run_1/registers.png
(3 px per um)
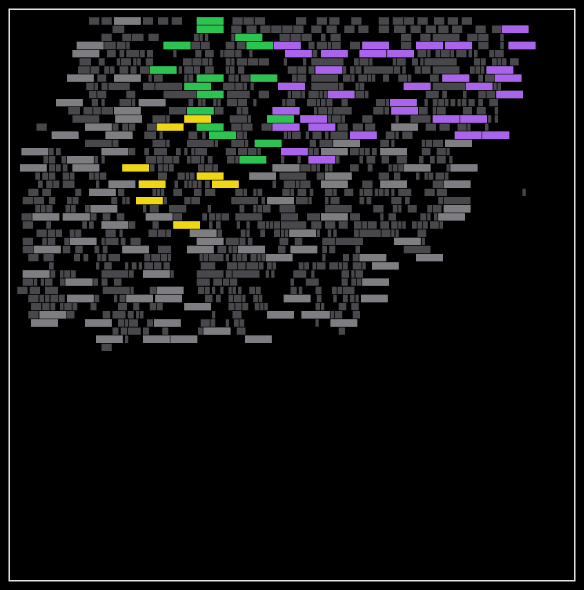
run_1/met3.png
(2 px per um)
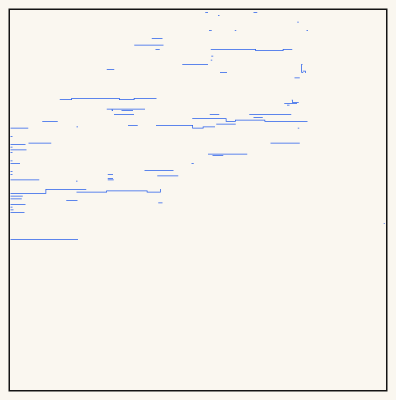
run_1/metal_stack.png
(2 px per um) Two of the layers only.
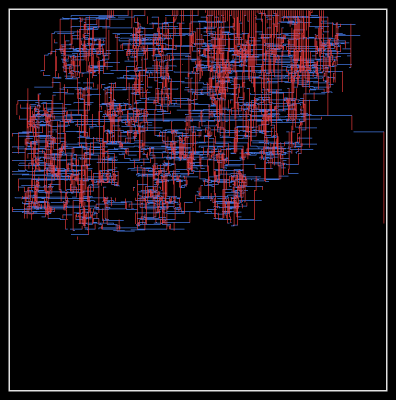
run_1/cell_classes.png
(1.5 px per um)
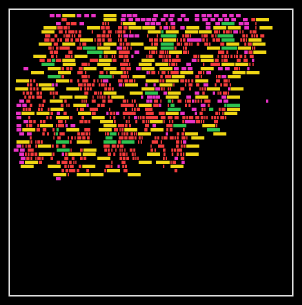
==> config.mk <==
export PLATFORM = sky130hd
export DESIGN_NAME = odu_frame_sync_monitor
export DESIGN_NICKNAME = d
export VERILOG_FILES = /design/src/rtl/odu_frame_sync_monitor.sv
export SDC_FILE = /design/constraint.sdc
export NUM_CORES = 1
export LEC_CHECK = 0
export CORE_AREA = 2 2 186 188
export DETAILED_ROUTE_END_ITERATION = 7
export DIE_AREA = 0 0 188 190
export GPL_TIMING_DRIVEN = 0
export SYNTH_ARGS = -nofsm -noshare
export SYNTH_HDL_FRONTEND = slang
export SYNTH_SLANG_ARGS = --single-unit
==> constraint.sdc <==
create_clock -name clk -period 2.9 [get_ports clk]
set_clock_uncertainty 0.1 [all_clocks]
set_input_delay 0.435 -clock clk [delete_from_list [all_inputs] [get_ports clk]]
set_output_delay 0.435 -clock clk [all_outputs]
set_load 0.05 [all_outputs]
==> src/rtl/odu_frame_sync_monitor.sv <==
// Receive-side ODU monitor: frame alignment (HUNT/PRESYNC/SYNC), multiframe lock and error counters.
// State | meaning: HUNT = searching for FS; PRESYNC = confirming FS period; SYNC = aligned, checking.
module odu_frame_sync_monitor #(
  parameter int WORDS_PER_ROW = 80,
  parameter int ROWS          = 4,
  parameter int IF_LIM        = 3,
  parameter int OOF_LIM       = 5,
  parameter int MF_GOOD       = 2,
  parameter int MF_BAD        = 3
) (
  input  logic         clk,
  input  logic         rst,
  input  logic         i_valid,
  input  logic [383:0] i_data,
  input  logic         i_fs,
  input  logic         i_rs,
  input  logic [7:0]   i_mfas,
  input  logic         i_clr_cnt,
  output logic         o_in_frame,
  output logic         o_mf_lock,
  output logic [15:0]  o_fs_err_cnt,
  output logic [15:0]  o_rs_err_cnt,
  output logic [15:0]  o_mfas_err_cnt,
  output logic [31:0]  o_frame_cnt
);

  localparam int WW = (WORDS_PER_ROW > 1) ? $clog2(WORDS_PER_ROW) : 1;
  localparam int RW = (ROWS > 1) ? $clog2(ROWS) : 1;

  typedef enum logic [1:0] {HUNT, PRESYNC, SYNC} state_t;

  state_t         state_q, state_d;
  logic [WW-1:0]  word_q, word_d;
  logic [RW-1:0]  row_q, row_d;
  logic [7:0]     good_cnt_q, good_cnt_d;
  logic [7:0]     bad_cnt_q, bad_cnt_d;
  logic [7:0]     mf_good_q, mf_good_d;
  logic [7:0]     mf_bad_q, mf_bad_d;
  logic [7:0]     prev_mfas_q, prev_mfas_d;
  logic           mf_first_q, mf_first_d;
  logic           in_frame_q, in_frame_d;
  logic           mf_lock_q, mf_lock_d;
  logic [15:0]    fs_err_q, fs_err_d;
  logic [15:0]    rs_err_q, rs_err_d;
  logic [15:0]    mfas_err_q, mfas_err_d;
  logic [31:0]    frame_cnt_q, frame_cnt_d;

  logic           at_fs;
  logic           inc_fs, inc_rs, inc_mf, inc_fc;
  logic [7:0]     good_inc, bad_inc, mf_good_inc, mf_bad_inc;

  // The payload is carried for the downstream consumer only; nothing here inspects it.
  logic unused_data;
  assign unused_data = ^i_data;

  always_comb begin
    state_d     = state_q;
    word_d      = word_q;
    row_d       = row_q;
    good_cnt_d  = good_cnt_q;
    bad_cnt_d   = bad_cnt_q;
    mf_good_d   = mf_good_q;
    mf_bad_d    = mf_bad_q;
    prev_mfas_d = prev_mfas_q;
    mf_first_d  = mf_first_q;
    mf_lock_d   = mf_lock_q;
    inc_fs      = 1'b0;
    inc_rs      = 1'b0;
    inc_mf      = 1'b0;
    inc_fc      = 1'b0;
    at_fs       = (word_q == '0) && (row_q == '0);
    good_inc    = good_cnt_q + 8'd1;
    bad_inc     = bad_cnt_q + 8'd1;
    mf_good_inc = (mf_good_q >= 8'(MF_GOOD)) ? mf_good_q : mf_good_q + 8'd1;
    mf_bad_inc  = (mf_bad_q >= 8'(MF_BAD)) ? mf_bad_q : mf_bad_q + 8'd1;

    if (i_valid) begin
      if (word_q == WW'(WORDS_PER_ROW - 1)) begin
        word_d = '0;
        row_d  = (row_q == RW'(ROWS - 1)) ? '0 : row_q + RW'(1);
      end else begin
        word_d = word_q + WW'(1);
      end

      case (state_q)
        HUNT: begin
          if (i_fs) begin
            state_d    = PRESYNC;
            word_d     = WW'(1);
            row_d      = '0;
            good_cnt_d = 8'd1;
          end
        end
        PRESYNC: begin
          if (at_fs) begin
            if (i_fs) begin
              good_cnt_d = good_inc;
              if (good_inc >= 8'(IF_LIM)) begin
                state_d    = SYNC;
                bad_cnt_d  = '0;
                mf_first_d = 1'b1;
              end
            end else begin
              state_d = HUNT;
            end
          end else if (i_fs) begin
            word_d     = WW'(1);
            row_d      = '0;
            good_cnt_d = 8'd1;
          end
        end
        SYNC: begin
          if ((word_q == '0) != i_rs) inc_rs = 1'b1;
          if (at_fs) begin
            if (i_fs) begin
              bad_cnt_d   = '0;
              inc_fc      = 1'b1;
              prev_mfas_d = i_mfas;
              if (mf_first_q) begin
                mf_first_d = 1'b0;
              end else if (i_mfas == prev_mfas_q + 8'd1) begin
                mf_bad_d  = '0;
                mf_good_d = mf_good_inc;
                if (mf_good_inc >= 8'(MF_GOOD)) mf_lock_d = 1'b1;
              end else begin
                inc_mf    = 1'b1;
                mf_good_d = '0;
                mf_bad_d  = mf_bad_inc;
                if (mf_bad_inc >= 8'(MF_BAD)) mf_lock_d = 1'b0;
              end
            end else begin
              inc_fs    = 1'b1;
              bad_cnt_d = bad_inc;
              if (bad_inc >= 8'(OOF_LIM)) state_d = HUNT;
            end
          end else if (i_fs) begin
            inc_fs = 1'b1;
          end
        end
        default: state_d = HUNT;
      endcase
    end

    // Loss of frame drops multiframe lock on the same edge
    if ((state_q == SYNC) && (state_d != SYNC)) begin
      mf_lock_d = 1'b0;
      mf_good_d = '0;
      mf_bad_d  = '0;
    end

    in_frame_d  = (state_d == SYNC);
    fs_err_d    = i_clr_cnt ? '0 : (inc_fs && fs_err_q != 16'hFFFF) ? fs_err_q + 16'd1 : fs_err_q;
    rs_err_d    = i_clr_cnt ? '0 : (inc_rs && rs_err_q != 16'hFFFF) ? rs_err_q + 16'd1 : rs_err_q;
    mfas_err_d  = i_clr_cnt ? '0 : (inc_mf && mfas_err_q != 16'hFFFF) ? mfas_err_q + 16'd1 : mfas_err_q;
    frame_cnt_d = i_clr_cnt ? '0 : inc_fc ? frame_cnt_q + 32'd1 : frame_cnt_q;
  end

  always_ff @(posedge clk or negedge rst) begin
    if (!rst) begin
      state_q     <= HUNT;
      word_q      <= '0;
      row_q       <= '0;
      good_cnt_q  <= '0;
      bad_cnt_q   <= '0;
      mf_good_q   <= '0;
      mf_bad_q    <= '0;
      prev_mfas_q <= '0;
      mf_first_q  <= 1'b0;
      in_frame_q  <= 1'b0;
      mf_lock_q   <= 1'b0;
      fs_err_q    <= '0;
      rs_err_q    <= '0;
      mfas_err_q  <= '0;
      frame_cnt_q <= '0;
    end else begin
      state_q     <= state_d;
      word_q      <= word_d;
      row_q       <= row_d;
      good_cnt_q  <= good_cnt_d;
      bad_cnt_q   <= bad_cnt_d;
      mf_good_q   <= mf_good_d;
      mf_bad_q    <= mf_bad_d;
      prev_mfas_q <= prev_mfas_d;
      mf_first_q  <= mf_first_d;
      in_frame_q  <= in_frame_d;
      mf_lock_q   <= mf_lock_d;
      fs_err_q    <= fs_err_d;
      rs_err_q    <= rs_err_d;
      mfas_err_q  <= mfas_err_d;
      frame_cnt_q <= frame_cnt_d;
    end
  end

  assign o_in_frame     = in_frame_q;
  assign o_mf_lock      = mf_lock_q;
  assign o_fs_err_cnt   = fs_err_q;
  assign o_rs_err_cnt   = rs_err_q;
  assign o_mfas_err_cnt = mfas_err_q;
  assign o_frame_cnt    = frame_cnt_q;

endmodule

==> CHANGELOG.md, run 1 <==
## Flow update

- Status: finished, final reports clean
- Synth top cell by count: dfrtp_1
- Rows: ~68
- Crit-path cells: or4_4, nor3_4, buf_6, ha_4, nor4bb_4, buf_4, nand3_2, a31oi_4, nand4_1, xor2_1, nor2_1
- Max cap viols: 0
- Final WS setup: between 0.015 and 0.02 ns
- RR Startpoint: word_q[5]
- DP Area: slightly below 0.009 mm2
- GRT met2 Usage: between 10% and 20%
- Hold Path Class: reg -> reg
- Biggest area cells: dfrtp_1 (46%), nor2_1 (5.0%), xor2_1 (4.7%)
- Yosys warns: 0
- Post-CTS Setup Bufs: 11
- Tmin final: 2.884 ns
- Yosys Chip Area: slightly above 0.007 mm2
- Antenna cell count: 1
- Flop+latch power: 0.00213 W
- Synth logic family: simple AND/OR/NAND/NOR gates
- Vias in the first global route: about 6,100
- Starting DRT DRC Count: ~340
- Tap Count: 455
- Via/cell ratio: 4.575
- Clock Tree Root: clkbuf_16
- Mapped Nets: roughly 1,200
- Layout cells sized above 1: about a tenth
- Ys flop type: dfrtp_1
- Inverters: 25
- Clk buf depth: 2
-- registers.png (at the start) --
purple -> `o_frame_cnt`  # sequential cells 32
green -> `o_fs_err_cnt`  # sequential cells 16
yellow -> `bad_cnt_q`  # sequential cells 8
not coloured = 78

-- met3.png (at the start) --
longest straight run = 33.4 um
nets with wire on the layer = 55
main direction = horizontal
wire length on this layer = 616 um
GRT met3 Usage: 2.509%
routed via count: 6,314
final wirelength: 19,060 um

-- metal_stack.png (at the start) --
blue -> met1  # wire length 8,760 um
red -> met2  # wire length 9,270 um
total track usage: 10.78%
DR WL/cell: 13.81 um

-- cell_classes.png (at the start) --
magenta -> other buffers and delay cells  # cells 134, share of their area 13%
yellow -> flops  # cells 134, share of their area 37%
red -> all other logic  # cells 624, share of their area 43%
green -> clock drivers and dummy loads  # cells 32, share of their area 6.9%
core area: 0.03395 mm2
post-route cell area: 0.009719 mm2
sequential share of cell area: 34.51%
final core utilization: 28.63%

## run 1: worst register-to-register path, cell delays in order (launching register included)
cell	delay, ns
dfrtp_1	0.38
or4_4	0.59
nor3_4	0.17
buf_6	0.13
ha_4	0.19
nor4bb_4	0.31
buf_4	0.17
nand3_2	0.09
a31oi_4	0.25
nand4_1	0.14
xor2_1	0.17
nor2_1	0.05
## run 1: state kept, by name, summed over array words and instances, names as in the netlist, 2 cells and up
register	cells
o_frame_cnt	32
o_fs_err_cnt	16
o_mfas_err_cnt	16
o_rs_err_cnt	16
bad_cnt_q	8
good_cnt_q	8
mf_bad_q	8
mf_good_q	8
prev_mfas_q	8
word_q	7
row_q	2
state_q	2
--- run 2 (diff from run 1) ---
ABC_AREA = 1   (was not set)
CORE_AREA = 2 2 184 186   (was 2 2 186 188)
DIE_AREA = 0 0 186 188   (was 0 0 188 190)
clock period = 3.25 ns   (was 2.9 ns; I/O delays follow)
==> CHANGELOG.md, run 2 <==
## Flow update

- Post-Syn Area: approximately 0.0077 mm2
- Tmin final: 2.957 ns (+0.07296 ns)
- Synth top cell by count: nand2_1
- Post-route cell area: 0.009824 mm2 (+1.1%)
- Layout cells sized above 1: 6.748% (-3.3 points)
- Max reg flops: 32 (unchanged)
- Mapped Nets: 1,431 (+19%)
- Flop+latch power: 0.00210 W (about the same)
- DR WL/cell: 13.37 um (-3.2%)
- GRT met3 Usage: 3.127% (+0.62 points)
- Post-CTS Setup Bufs: 0 (-11)
- Synth logic family: simple AND/OR/NAND/NOR gates
- Post-DP HPWL: approximately 16,000 um
- Crit-path cells: inv_1, ha_1, inv_1, nor2_1, nand3_1, inv_2, nand2_2, inv_1, ha_1, nor2_1, nand2_2, inv_2, nand4_2, nor3_2, nand3_1, nor2_1, a211oi_2
- Clock Tree Root: clkbuf_16
- Rows: 67 (-1.5%)
- Antenna cell count: 0 (-1)
- Hold Path Class: in -> reg
- RR Startpoint: word_q[0]
- GRT met2 Usage: 19.70% (+2.4 points)
- Max cap viols: 0 (unchanged)
- Status: finished, final reports clean
- Final WS setup: 0.2935 ns (+0.2770 ns)
- Worst reg2reg endpoint: o_fs_err_cnt[15]
- Total track usage: 12.54% (+1.8 points)
- Yosys warns: 0 (unchanged)
- Ys flop type: dfrtp_1
- DP Area: 0.009239 mm2 (+4.7%)
- Routed via count: 7,009 (+11%)
- Starting DRT DRC Count: 455 (+34%)
## run 2: netlist changes by cell type after synthesis, moves of 22 or more
cell and delta:
inv_1 +134, nand2_1 +133, nor2_1 +35, xnor2_1 -26, o21ai_0 +25, a21oi_1 +22
## run 2: what timing repair did
item,CTS,global route
setup endpoints to repair,0,1
hold buffers,1,0
resized,0,2
endpoints found under the hold margin,38,0
## run 2: area by class of cell
class	count	area (um2)	share of cell area (%)
clock buffers	18	429.2	4.368
multi-input cells	696	3633	36.98
plain buffers	16	108.9	1.108
clock inverters	14	138.9	1.414
flip-flops and latches	134	3353	34.13
well taps	448	560.5	5.706
repair buffers	95	969.7	9.870
inverters	168	630.6	6.419
run_2/final_placement.png
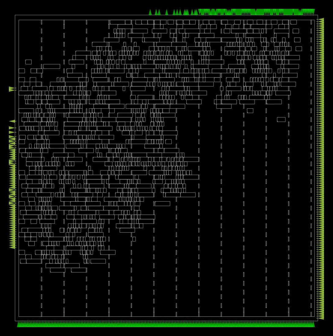
Flops: 134
final core utilization: 29.67%
sequential share of cell area: 34.13%

Power figures rest on the tool's default switching activity, not on a simulated workload.
